--- src/rtl/id_stage_pkg.sv ---
// Shared decode constants for the ID stage: opcodes, branch funct3 codes, reset values
// and the operand forwarding selector.
package id_stage_pkg;

    localparam logic [63:0] PC_ENTRY = 64'h0000_0000_8000_0000;
    localparam logic [31:0] NOP_INST = 32'h0000_0013;

    typedef enum logic [6:0] {
        OPC_LUI       = 7'b0110111,
        OPC_AUIPC     = 7'b0010111,
        OPC_JAL       = 7'b1101111,
        OPC_JALR      = 7'b1100111,
        OPC_BRANCH    = 7'b1100011,
        OPC_LOAD      = 7'b0000011,
        OPC_STORE     = 7'b0100011,
        OPC_OP_IMM    = 7'b0010011,
        OPC_OP_IMM_32 = 7'b0011011,
        OPC_OP        = 7'b0110011,
        OPC_OP_32     = 7'b0111011
    } opcode_e;

    typedef enum logic [2:0] {
        F3_BEQ  = 3'b000,
        F3_BNE  = 3'b001,
        F3_BLT  = 3'b100,
        F3_BGE  = 3'b101,
        F3_BLTU = 3'b110,
        F3_BGEU = 3'b111
    } br_funct3_e;

    // Youngest producer wins; a nonzero address already guarantees dest != x0.
    function automatic logic [63:0] fwd_pick(
        input logic [4:0]  addr,
        input logic [63:0] rf_data,
        input logic        es_v,
        input logic [4:0]  es_d,
        input logic [63:0] es_x,
        input logic        ms_v,
        input logic [4:0]  ms_d,
        input logic [63:0] ms_x,
        input logic        ws_v,
        input logic [4:0]  ws_d,
        input logic [63:0] ws_x
    );
        if (addr == 5'd0)               return '0;
        if (es_v && (es_d == addr))     return es_x;
        if (ms_v && (ms_d == addr))     return ms_x;
        if (ws_v && (ws_d == addr))     return ws_x;
        return rf_data;
    endfunction

endpackage

--- src/rtl/id_stage_br_unit.sv ---
// Branch condition evaluation and redirect target generation for the decode stage.
module id_br_unit
    import id_stage_pkg::*;
(
    input  logic        is_branch,
    input  logic        is_jal,
    input  logic        is_jalr,
    input  logic [2:0]  funct3,
    input  logic [63:0] pc,
    input  logic [63:0] rs1_val,
    input  logic [63:0] rs2_val,
    input  logic [63:0] imm,
    output logic        take,
    output logic [63:0] target
);

    logic cond;

    always_comb begin
        cond = 1'b0;
        case (funct3)
            F3_BEQ:  cond = (rs1_val == rs2_val);
            F3_BNE:  cond = (rs1_val != rs2_val);
            F3_BLT:  cond = ($signed(rs1_val) <  $signed(rs2_val));
            F3_BGE:  cond = ($signed(rs1_val) >= $signed(rs2_val));
            F3_BLTU: cond = (rs1_val <  rs2_val);
            F3_BGEU: cond = (rs1_val >= rs2_val);
            default: cond = 1'b0;
        endcase
    end

    assign take   = is_jal || is_jalr || (is_branch && cond);
    assign target = is_jalr ? ((rs1_val + imm) & ~64'h1) : (pc + imm);

endmodule

--- src/rtl/id_stage.sv ---
// Decode stage: holds one instruction, forwards operands, builds the immediate,
// detects load-use hazards and issues a one-cycle redirect in the handoff cycle.
module id_stage
    import id_stage_pkg::*;
(
    input  logic        clk,
    input  logic        rst,
    input  logic        fs_to_ds_valid,
    input  logic [63:0] fs_pc,
    input  logic [31:0] fs_inst,
    output logic        ds_allow_in,
    input  logic        id_inst_cancel,
    input  logic        wb_flush,
    output logic [4:0]  rf_raddr1,
    output logic [4:0]  rf_raddr2,
    input  logic [63:0] rf_rdata1,
    input  logic [63:0] rf_rdata2,
    input  logic        es_fwd_valid,
    input  logic        ms_fwd_valid,
    input  logic        ws_fwd_valid,
    input  logic [4:0]  es_dest,
    input  logic [4:0]  ms_dest,
    input  logic [4:0]  ws_dest,
    input  logic [63:0] es_data,
    input  logic [63:0] ms_data,
    input  logic [63:0] ws_data,
    input  logic        es_is_load,
    output logic        ds_to_es_valid,
    input  logic        es_allow_in,
    output logic [63:0] ds_pc,
    output logic [31:0] ds_inst,
    output logic [63:0] ds_rs1_val,
    output logic [63:0] ds_rs2_val,
    output logic [63:0] ds_imm,
    output logic        br_taken,
    output logic [63:0] br_target
);

    logic        ds_valid_q, ds_valid_d;
    logic [63:0] ds_pc_q,    ds_pc_d;
    logic [31:0] ds_inst_q,  ds_inst_d;

    logic [6:0]  opcode;
    logic [4:0]  rs1_addr, rs2_addr;
    logic        rs1_used, rs2_used, load_use, ds_ready_go;
    logic        is_branch, is_jal, is_jalr, br_take;
    logic [63:0] rs1_val, rs2_val, imm;

    assign opcode    = ds_inst_q[6:0];
    assign rs1_addr  = ds_inst_q[19:15];
    assign rs2_addr  = ds_inst_q[24:20];
    assign rf_raddr1 = rs1_addr;
    assign rf_raddr2 = rs2_addr;

    assign rs1_val = fwd_pick(rs1_addr, rf_rdata1, es_fwd_valid, es_dest, es_data,
                              ms_fwd_valid, ms_dest, ms_data, ws_fwd_valid, ws_dest, ws_data);
    assign rs2_val = fwd_pick(rs2_addr, rf_rdata2, es_fwd_valid, es_dest, es_data,
                              ms_fwd_valid, ms_dest, ms_data, ws_fwd_valid, ws_dest, ws_data);

    assign rs1_used = !(opcode inside {OPC_LUI, OPC_AUIPC, OPC_JAL});
    assign rs2_used =  (opcode inside {OPC_OP, OPC_OP_32, OPC_BRANCH, OPC_STORE});

    assign load_use = es_is_load && es_fwd_valid && (es_dest != 5'd0) &&
                      ((rs1_used && (es_dest == rs1_addr)) ||
                       (rs2_used && (es_dest == rs2_addr)));

    assign ds_ready_go    = !load_use;
    assign ds_allow_in    = !ds_valid_q || (ds_ready_go && es_allow_in);
    assign ds_to_es_valid = ds_valid_q && ds_ready_go && !wb_flush;

    always_comb begin
        imm = '0;
        case (opcode)
            OPC_OP_IMM, OPC_OP_IMM_32, OPC_LOAD, OPC_JALR:
                imm = {{52{ds_inst_q[31]}}, ds_inst_q[31:20]};
            OPC_STORE:
                imm = {{52{ds_inst_q[31]}}, ds_inst_q[31:25], ds_inst_q[11:7]};
            OPC_BRANCH:
                imm = {{52{ds_inst_q[31]}}, ds_inst_q[7], ds_inst_q[30:25],
                       ds_inst_q[11:8], 1'b0};
            OPC_LUI, OPC_AUIPC:
                imm = {{32{ds_inst_q[31]}}, ds_inst_q[31:12], 12'b0};
            OPC_JAL:
                imm = {{44{ds_inst_q[31]}}, ds_inst_q[19:12], ds_inst_q[20],
                       ds_inst_q[30:21], 1'b0};
            default:
                imm = '0;
        endcase
    end

    assign is_branch = (opcode == OPC_BRANCH);
    assign is_jal    = (opcode == OPC_JAL);
    assign is_jalr   = (opcode == OPC_JALR);

    id_br_unit u_br_unit (
        .is_branch (is_branch),
        .is_jal    (is_jal),
        .is_jalr   (is_jalr),
        .funct3    (ds_inst_q[14:12]),
        .pc        (ds_pc_q),
        .rs1_val   (rs1_val),
        .rs2_val   (rs2_val),
        .imm       (imm),
        .take      (br_take),
        .target    (br_target)
    );

    // Redirect only in the cycle the instruction actually leaves for EX.
    assign br_taken = ds_valid_q && ds_ready_go && es_allow_in && !wb_flush && br_take;

    always_comb begin
        ds_valid_d = ds_valid_q;
        ds_pc_d    = ds_pc_q;
        ds_inst_d  = ds_inst_q;
        if (ds_allow_in) begin
            ds_valid_d = fs_to_ds_valid && !id_inst_cancel;
            if (fs_to_ds_valid) begin
                ds_pc_d   = fs_pc;
                ds_inst_d = fs_inst;
            end
        end
        if (wb_flush) begin
            ds_valid_d = 1'b0;
        end
    end

    always_ff @(posedge clk) begin
        if (rst) begin
            ds_valid_q <= 1'b0;
            ds_pc_q    <= '0;
            ds_inst_q  <= NOP_INST;
        end else begin
            ds_valid_q <= ds_valid_d;
            ds_pc_q    <= ds_pc_d;
            ds_inst_q  <= ds_inst_d;
        end
    end

    assign ds_pc      = ds_pc_q;
    assign ds_inst    = ds_inst_q;
    assign ds_rs1_val = rs1_val;
    assign ds_rs2_val = rs2_val;
    assign ds_imm     = imm;

endmodule

--- config.mk ---
export PLATFORM = sky130hd
export DESIGN_NAME = id_stage
export DESIGN_NICKNAME = d
export VERILOG_FILES = /design/src/rtl/id_stage_pkg.sv /design/src/rtl/id_stage_br_unit.sv /design/src/rtl/id_stage.sv
export SDC_FILE = /design/constraint.sdc
export NUM_CORES = 1
export LEC_CHECK = 0
export ABC_AREA = 1
export CORE_AREA = 3 3 311 313
export CTS_CLUSTER_DIAMETER = 150
export DETAILED_ROUTE_END_ITERATION = 6
export DIE_AREA = 0 0 314 316
export MAX_ROUTING_LAYER = met4
export PLACE_DENSITY_LB_ADDON = 0.1
export SKIP_LAST_GASP = 1
export SLEW_MARGIN = 10
export SYNTH_ARGS = -nofsm -noshare
export SYNTH_HDL_FRONTEND = slang
export SYNTH_SLANG_ARGS = --single-unit
--- constraint.sdc ---
create_clock -name clk -period 14.9 [get_ports clk]
set_clock_uncertainty 0.05 [all_clocks]
set_input_delay 4.47 -clock clk [delete_from_list [all_inputs] [get_ports clk]]
set_output_delay 4.47 -clock clk [all_outputs]
set_load 0.03 [all_outputs]
==> out/results.tsv, run 1 <==
stage	metric	value	unit
status	status	finished, final reports clean	
drt	final wirelength	148000	µm
timing	worst setup margin	0.393	ns
worst_setup_path	Worst EP required	10.38	ns
finish	dominant logic cell types in the final layout	clkdlybuf4s50_1 (751), nand2_1 (661), o21ai_0 (544), inv_1 (534), nor2_1 (427)	
min_path	Hold Path Class	reg2reg	
global_routing	global-route wire length before repair	204000	µm
clock_tree	Sink Count	97	
worst_setup_path	Worst path max stage delay	0.49	ns
yosys	Top area cell types	o21ai_0 (14%), nand2_1 (13%), ha_1 (12%)	
yosys	dominant synthesized flop cell	dfxtp_1	
clock_tree	# hold bufs at CTS	0	
yosys	Synth cell types	58	
yosys	Synth top cells by count	nand2_1 (663), o21ai_0 (549), inv_1 (538), nor2_1 (427), a21oi_1 (349)	
global_routing	largest net degree at the start of global routing	97	
power_and_ir_drop	worst vdd ir	0.0404	mV
yosys	Syn. warnings	0	
drt	DRC viols	0	
timing	setup_tns	0	ns
yosys	Post-synth EDFFs	0	
clock_tree	clk_lat worst skew	0.40	ns
min_path	Hold Crit Depth	2	
floorplan	Die Span Y	316	µm
drt	Vias/cell	4.94	
drt	DRT iter0 DRCs	2086	
yosys	mux frac, synth	0	
timing	Final Hold Viols	0	
floorplan	die area	99200	µm²
global_routing	Total GRT Usage	0.294	
drt	DR WL/cell	26.5	µm
timing	fin crit share	0.974	
yosys	Mapped Cells	3569	
worst_setup_path	Arr. time, crit path	9.99	ns
placement	RD Place Congestion	0.986	
drt	metal2 WL	69100	µm
yosys	Synth Cell Area	19600	µm²
timing	FMAX	68.9	MHz
timing	Slew Limit Headroom	0.275	
yosys	Basic Gates by Area	0.275	
clock_tree	Num CTS Buffers	9	
clock_tree	TritonCTS clock tree	yes	
global_routing	met2 GRT Util	0.485	
clock_tree	Max clock buf depth	2	
placement	Placement Setup Slack	0.484	ns
worst_setup_path	R2R Setup Slk	10.77	ns
global_routing	vias in the first global route	26511	
yosys	main logic family after synthesis	AND-OR/OR-AND gates	
## run 1: final cells by class
type | count | area (µm²)
inverter | 559 | 2110
sequential | 97 | 1940
timing repair buffer | 893 | 9270
multi-input combinational | 2735 | 14800
tap | 1265 | 1580
clock inverter | 6 | 56.3
antenna | 23 | 57.6
clock buffer | 10 | 229
fill | 10811 | 64500
## run 1: report_power, final
| group | internal, mW | leakage (nW) | switching (mW) |
|---|---|---|---|
| Clock | 0.117 | 0.138 | 0.129 |
| Combinational | 0.553 | 12.5 | 0.896 |
| Sequential | 0.279 | 0.807 | 0.0254 |
## run 1: sequential cells by signal, indices dropped and copies added (netlist names)
signal and cells:
ds_pc 64, ds_valid_q 1, ds_inst 32
Run 1, cell area per tile:
Scale bar: 100 µm. The die is cut into 31 by 32 equal tiles; white is low, dark blue is high, 0 to 100% covered.
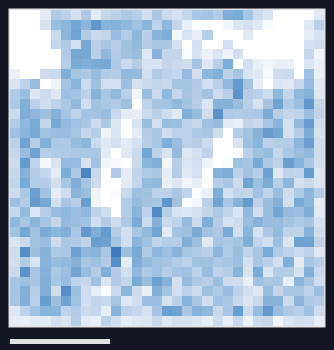
fullest tile	69%
emptiest ninth of the die	upper right
mean over tiles	29%
nearly empty tiles	8.8%
core area: 94600 µm²
final core occ: 0.318
fp_density: 0.207

Run 1, nets reached from selected ports:
Scale bar: 100 µm.
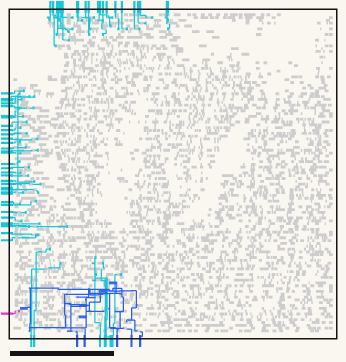
colour	port	bits	direction	edge	end cells	buffers	wire
magenta	`id_inst_cancel`	1	input	left	1	1	7.60 µm
blue	`rf_raddr1`	5	output	bottom	5	5	743 µm
cyan	`fs_pc`	64	input	34 left, 23 top, 7 bottom	64	64	1640 µm
number of I/O pins: 806
# port buffers: 805

Run 1, placement view:
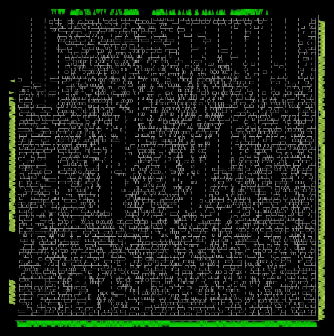
fin cells: 5588
Core Rows: 113
sequential cell area share: 0.0646
# fillers: 10811

==> run 2: changes to the inputs <==
--- a/config.mk
+++ b/config.mk
@@ -10,6 +10,7 @@
 export CTS_CLUSTER_DIAMETER = 150
 export DETAILED_ROUTE_END_ITERATION = 6
 export DIE_AREA = 0 0 314 316
+export GPL_ROUTABILITY_DRIVEN = 0
 export MAX_ROUTING_LAYER = met4
 export PLACE_DENSITY_LB_ADDON = 0.1
 export SKIP_LAST_GASP = 1
Run 2, cell area per tile:
Scale bar: 100 µm. The die is cut into 31 by 32 equal tiles; white is low, dark blue is high, 0 to 100% covered.
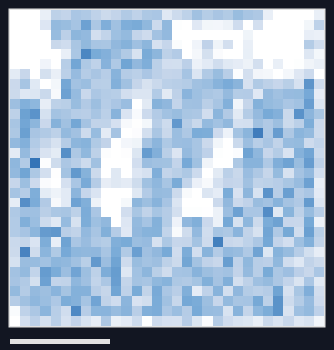
nearly empty tiles	11%
emptiest ninth of the die	upper right
fullest tile	73%
mean over tiles	29%
final core occ: 0.317

==> run 2 against run 1 <==
Compared with the run above: count of clock-buffer cells in the layout shrank 1; worst setup slack gained 0.12 ns; flip-flop count is the same; sequential share of layout area is essentially flat; synthesized cell count is the same; cell count grew 0.13%; maximum frequency grew 0.83%; wire length shrank 1.9%; largest cell class unchanged; highest routed layer unchanged.
==> out/results.tsv, run 2 <==
stage	metric	value	unit	change
status	status	finished, final reports clean		
power_and_ir_drop	Biggest consumer	combinational logic		
yosys	Synth Cell Area	19600	µm²	unchanged
drt	DRC viols	0		unchanged
yosys	Basic Gates by Area	0.275		unchanged
clock_tree	# hold bufs at CTS	0		unchanged
floorplan	fp_density	0.207		unchanged
finish	# fillers	10718		-0.86%
drt	final wirelength	145000	µm	-1.9%
power_and_ir_drop	power share of the clock group	0.123		about the same
yosys	Top area cell types	o21ai_0 (14%), nand2_1 (13%), ha_1 (12%)		
finish	flop count	97		unchanged
global_routing	vias in the first global route	26372		-0.52%
finish	sequential cell area share	0.0647		about the same
global_routing	Total GRT Usage	0.288		-0.00526
power_and_ir_drop	Power Combinational	1.44	mW	about the same
yosys	Post-synth EDFFs	0		unchanged
finish	Largest register FFs	64		unchanged
finish	antenna cells	40		+74%
power_and_ir_drop	clock-net power	0.245	mW	about the same
power_and_ir_drop	Internal	0.947	mW	-0.18%
yosys	main logic family after synthesis	AND-OR/OR-AND gates		
==> run 2: worst max-delay path: stages <==
cell and delay (ns):
clkdlybuf4s50_1 0.57, inv_1 0.08, nand2_1 0.06, nand2_1 0.06
nor2_2 0.13, nand3_4 0.45, buf_4 0.53, o211ai_1 0.19
o21ai_0 0.10, o21bai_1 0.15, inv_1 0.11, ha_1 0.32
a21oi_1 0.14, nor2_1 0.05, a211oi_1 0.20, o221ai_1 0.15
nand2_1 0.08, o2111ai_1 0.22, a21oi_1 0.32, buf_4 0.18
nand3_1 0.10, nand3_1 0.10, nand2_1 0.05, nand3_1 0.25
nand2_1 0.11, a21oi_1 0.42, buf_12 0.18
Power figures rest on the tool's default switching activity, not on a simulated workload.
